floorplan.png
Bar = 100 um. Pins as bars on the die edge.
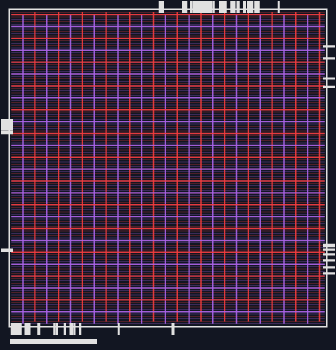
class_map.png
Fill, decap, tap and diode cells in gray.
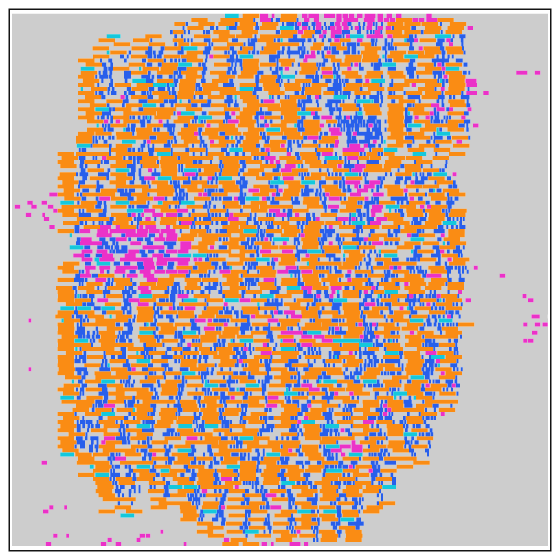
File: src/rtl/useq_controller.sv
// useq_controller: microprogrammed control unit.
// A writable control store holds microwords that are sequenced one per cycle.
// Each microword carries a sequencing opcode, a condition select, a memory-wait
// flag, a branch target and the control word driven to the datapath. An opcode
// dispatch table, a micro-return stack and a memory-ready stall are supported.
module useq_controller #(
    parameter  int CW_W    = 25,
    parameter  int UADDR_W = 5,
    parameter  int ISR_W   = 16,
    parameter  int OP_W    = 4,
    parameter  int STACK_D = 4,
    localparam int MW      = CW_W + UADDR_W + 6
) (
    input  logic               clk,
    input  logic               reset,
    input  logic               run,
    input  logic [ISR_W-1:0]   isr,
    input  logic [3:0]         cond,
    input  logic               mem_ready,
    input  logic               us_we,
    input  logic [UADDR_W-1:0] us_waddr,
    input  logic [MW-1:0]      us_wdata,
    input  logic               dt_we,
    input  logic [OP_W-1:0]    dt_waddr,
    input  logic [UADDR_W-1:0] dt_wdata,
    output logic [CW_W-1:0]    ctrl,
    output logic [UADDR_W-1:0] upc,
    output logic               valid,
    output logic               stack_err
);

    // sp counts 0..STACK_D, so it needs one more code than the stack has entries
    localparam int SP_W  = $clog2(STACK_D + 1);
    localparam int IDX_W = (STACK_D > 1) ? $clog2(STACK_D) : 1;
    localparam int STORE_D = 2 ** UADDR_W;
    localparam int DISP_D  = 2 ** OP_W;
    localparam int STK_E   = 2 ** IDX_W;

    typedef enum logic [2:0] {
        SEQ_NEXT  = 3'd0,
        SEQ_JMP   = 3'd1,
        SEQ_DISP  = 3'd2,
        SEQ_BRC   = 3'd3,
        SEQ_CALL  = 3'd4,
        SEQ_RET   = 3'd5,
        SEQ_FETCH = 3'd6,
        SEQ_RSVD  = 3'd7
    } seqOp_e;

    logic [MW-1:0]      store_q [STORE_D];
    logic [UADDR_W-1:0] dispatch_q [DISP_D];
    logic [UADDR_W-1:0] stack_q [STK_E];

    logic [MW-1:0]      uir_q, uir_d;
    logic [UADDR_W-1:0] upc_q, upc_d;
    logic               valid_q, valid_d;
    logic [SP_W-1:0]    sp_q, sp_d;
    logic               stackErr_q, stackErr_d;

    // decoded fields of the held microword
    seqOp_e             seqOp;
    logic [1:0]         condSel;
    logic               waitBit;
    logic [UADDR_W-1:0] target;

    logic [UADDR_W-1:0] upcPlusOne;
    logic [UADDR_W-1:0] nextAddr;
    logic [OP_W-1:0]    opcode;
    logic               stackFull;
    logic               stackEmpty;
    logic               stall;
    logic               advance;
    logic               pushEn;
    logic [IDX_W-1:0]   pushIdx;
    logic [IDX_W-1:0]   popIdx;
    logic               unusedIsrBits;

    assign seqOp   = seqOp_e'(uir_q[MW-1 -: 3]);
    assign condSel = uir_q[MW-4 -: 2];
    assign waitBit = uir_q[MW-6];
    assign target  = uir_q[CW_W +: UADDR_W];

    assign upcPlusOne = upc_q + UADDR_W'(1);
    assign opcode     = isr[ISR_W-1 -: OP_W];
    assign unusedIsrBits = ^isr[ISR_W-OP_W-1:0];

    assign stackFull  = (sp_q == SP_W'(STACK_D));
    assign stackEmpty = (sp_q == '0);
    assign pushIdx    = IDX_W'(sp_q);
    assign popIdx     = IDX_W'(sp_q - SP_W'(1));

    assign stall   = waitBit && !mem_ready;
    assign advance = run && valid_q && !stall;

    // next micro-address selection from the sequencing field of the held word
    always_comb begin
        nextAddr = upcPlusOne;
        case (seqOp)
            SEQ_NEXT:  nextAddr = upcPlusOne;
            SEQ_JMP:   nextAddr = target;
            SEQ_DISP:  nextAddr = dispatch_q[opcode];
            SEQ_BRC:   nextAddr = cond[condSel] ? target : upcPlusOne;
            SEQ_CALL:  nextAddr = target;
            SEQ_RET:   nextAddr = stackEmpty ? '0 : stack_q[popIdx];
            SEQ_FETCH: nextAddr = '0;
            SEQ_RSVD:  nextAddr = '0;
            default:   nextAddr = '0;
        endcase
    end

    // next-state for the sequencer registers: start, advance, or hold
    always_comb begin
        uir_d      = uir_q;
        upc_d      = upc_q;
        valid_d    = valid_q;
        sp_d       = sp_q;
        stackErr_d = stackErr_q;
        pushEn     = 1'b0;
        if (run && !valid_q) begin
            upc_d   = '0;
            uir_d   = store_q[0];
            valid_d = 1'b1;
        end else if (advance) begin
            upc_d = nextAddr;
            uir_d = store_q[nextAddr];
            if (seqOp == SEQ_CALL) begin
                if (stackFull) begin
                    stackErr_d = 1'b1;
                end else begin
                    pushEn = 1'b1;
                    sp_d   = sp_q + SP_W'(1);
                end
            end else if (seqOp == SEQ_RET) begin
                if (stackEmpty) begin
                    stackErr_d = 1'b1;
                end else begin
                    sp_d = sp_q - SP_W'(1);
                end
            end
        end
    end

    // sequencer state register with synchronous reset
    always_ff @(posedge clk) begin
        if (reset) begin
            uir_q      <= '0;
            upc_q      <= '0;
            valid_q    <= 1'b0;
            sp_q       <= '0;
            stackErr_q <= 1'b0;
        end else begin
            uir_q      <= uir_d;
            upc_q      <= upc_d;
            valid_q    <= valid_d;
            sp_q       <= sp_d;
            stackErr_q <= stackErr_d;
        end
    end

    // return-address push; stack contents need no reset since sp guards them
    always_ff @(posedge clk) begin
        if (!reset && pushEn) begin
            stack_q[pushIdx] <= upcPlusOne;
        end
    end

    // control store and dispatch table are writable only while halted
    always_ff @(posedge clk) begin
        if (!reset && !run) begin
            if (us_we) begin
                store_q[us_waddr] <= us_wdata;
            end
            if (dt_we) begin
                dispatch_q[dt_waddr] <= dt_wdata;
            end
        end
    end

    assign ctrl      = (valid_q && run) ? uir_q[CW_W-1:0] : '0;
    assign upc       = upc_q;
    assign valid     = valid_q;
    assign stack_err = stackErr_q;

endmodule

File: config.mk
export PLATFORM = sky130hd
export DESIGN_NAME = useq_controller
export DESIGN_NICKNAME = d
export VERILOG_FILES = /design/src/rtl/useq_controller.sv
export SDC_FILE = /design/constraint.sdc
export NUM_CORES = 2
export LEC_CHECK = 0
export ABC_AREA = 1
export ABC_CLOCK_PERIOD_IN_PS = 3700
export CAP_MARGIN = 20
export CORE_MARGIN = 1
export CORE_UTILIZATION = 44
export CTS_CLUSTER_DIAMETER = 60
export CTS_CLUSTER_SIZE = 12
export DETAILED_ROUTE_END_ITERATION = 7
export PLACE_DENSITY = 0.71
export SLEW_MARGIN = 25
export SYNTH_ARGS = -nofsm -noshare
export SYNTH_HDL_FRONTEND = slang
export SYNTH_SLANG_ARGS = --single-unit
File: constraint.sdc
create_clock -name clk -period 3.7 [get_ports clk]
set_clock_uncertainty 0.2 [all_clocks]
set_input_delay 0.74 -clock clk [delete_from_list [all_inputs] [get_ports clk]]
set_output_delay 0.74 -clock clk [all_outputs]
set_load 0.01 [all_outputs]
==> results.yml <==
# physical design summary
grt:
  gr-usage-met1_pct: 32.13
  met3_usage_pct: 3.420
  antenna_found_initial: 5
  grt_overflow: 0
  grtUsageMet2_pct: 39.63
  grt_pass1_wl_mm: 239.7
  grt.busiest_layer: "met2"
  grt_usage_pct: 24.30
synthesis:
  synth-seq-cells: 1298
  yosys_area_sq_um: 56900
  ys.flop_type: "edfxtp_1"
  syn_inst: 5393
  yosys_cells: 5393
  synth_area_sq_um: 56900
  syn_avg_cell_area_sq_um: 10.55
  top_cell_area_share_pct: 66.08
  async_flop_share_pct: 0
  synth-seq-area-share_pct: 67.69
  post-synth-top-area-cell: "edfxtp_1"
  ys_warn_count: 0
  edf_count: 1252
routing:
  drc: 0
  post_drt_wl_per_cell_um: 21.65
  drt_iter0_markers: 5327
  routed-wl-met2_mm: 75.95
  wl_met1_mm: 62.09
  drt_pass1_iterations: 6
  vias_per_cell: 5.464
  highest_layer: "met5"
  ant_nets: 0
placed_design:
  place_area_sq_um: 63280
  io_buffers: 95
  dp_slack_ns: -0.4997
  dp_hpwl_mm: 98.29
  place_inst: 7192
  place.gp.congestion: 0.8768
final_timing:
  report.final.slew_viol_count: 0
  slew_headroom_pct: 31.28
  rsz0062_at_grt: "false"
  worstMarginPinSlew_ns: 1.028
  finalHoldWorstSlack_ns: 0.2703
  setup_viol_count_final: 0
  min_period_ns: 3.452
  fin_ws_ns: 0.2485
  fmax_mhz: 289.7
die:
  fp-row-count: 131
  core_sq_um: 127800
  ioPinCount: 108
  floorplanUtilization_pct: 44.50
  die-width_um: 361.6
  die_area_sq_um: 130800
  fp.dieH_um: 361.6
critical_path:
  path_depth: 19
  cp.arrival_ns: 3.84
  critPathTopFamily: "simple AND/OR/NAND/NOR gates"
  critPathCaptureType: "flop"
  path_max_fanout: 56
  crit_slowest_cell: "ha_2"
  r2r_end: "uir_q[19]"
  crit_chain: "inv_1, ha_2, nand3_1, nand2_1, a21oi_1, nor2_1, nand3_4, nand2_8, buf_12, buf_4, nand2_1, nand3_1, nand3_1, nand3_1, nand3_1, nand2_1, nand2_1, nand2_1, a21oi_1"
  worst_setup_path_start_kind: "flop"
  crit_path_start: "sp_q[1]"
  r2r_cells: 19
  required_ns: 4.09
  critical_path.max_stage_delay_ns: 0.45
  reg2reg_from: "sp_q[1]"
  worstSetupEndpoint: "uir_q[19]"
status:
  status: "finished clean"
pwr:
  comb_power_mw: 18.0
  peakVddDrop_mv: 0.5606
  power_density_nw_per_um2: 684.9
  p_sw_share_pct: 36.38
  powerClk_mw: 11.2
  p_seq_mw: 16.4
  leakage_nw: 26.72
  clkPwrFrac_pct: 24.7
layout:
  nets: 5733
  post-route-util_pct: 52.10
  layout-drive-gt1-share_pct: 9.575
  mostFrequentLayoutCells: "edfxtp_1 (1252), nand3_1 (1201), nand2_1 (1020), inv_1 (1013), buf_4 (188)"
  diodes: 0
  layout_top_cell: "edfxtp_1"
  areaGrowthSynthToFinish_pct: 17.06
worst_hold_path:
  holdPathStages: 2
  hp-start: "uir_q[5]"
clock_tree:
  clock_latency_ns: 0.75
  cts_tree: "done"
  cts_sinks: 1298
  cts.reportedPaths.clkPinSlew_ns: 0.06
flow_run:
  drv_cap: 0
## Picture notes: floorplan.png
- purple: VSS
- red: VDD
- signal pins: 108
- met1 rails: 132
- met4 straps: 26
- met5 straps: 26

## Picture notes: class_map.png
- magenta: remaining buffers and delay cells (cells 442; share of their area 8.5%)
- blue: remaining logic cells (cells 3790; share of their area 27%)
- orange: registers (cells 1298; share of their area 60%)
- cyan: clock drivers and dummy loads (cells 193; share of their area 5.2%)

kinds of logic after synthesis:
group,Yosys count,share of synthesized area [%]
AOI/OAI and AO/OA,254,2.694
xor gates and xnor gates,4,0.06157
adders and majority gates,6,0.1319
buffers and inverters,1328,9.511
DFF,1298,67.69
and+or+nand+nor,2503,19.91
layout make-up:
type | instances | area, sq um
multi-input combinational | 2767 | 13300
tap | 1662 | 2079
timing repair buffer | 442 | 5490
inverter | 1023 | 3841
fill | 10670 | 61250
sequential | 1298 | 38520
clock inverter | 11 | 136.4
clock buffer | 182 | 3236
registers in the layout, summed over array words and instances (netlist names):
signal,cells
valid,1
upc,5
stack_err,1
sp_q,3
stack_q,20
uir_q,36
store_q,1152
dispatch_q,80
timing repair:
action | CTS | global route
buffers inserted | 0 | 0
gates resized | 0 | 1
endpoints found under the setup margin | 0 | 2
Power figures rest on the tool's default switching activity, not on a simulated workload.
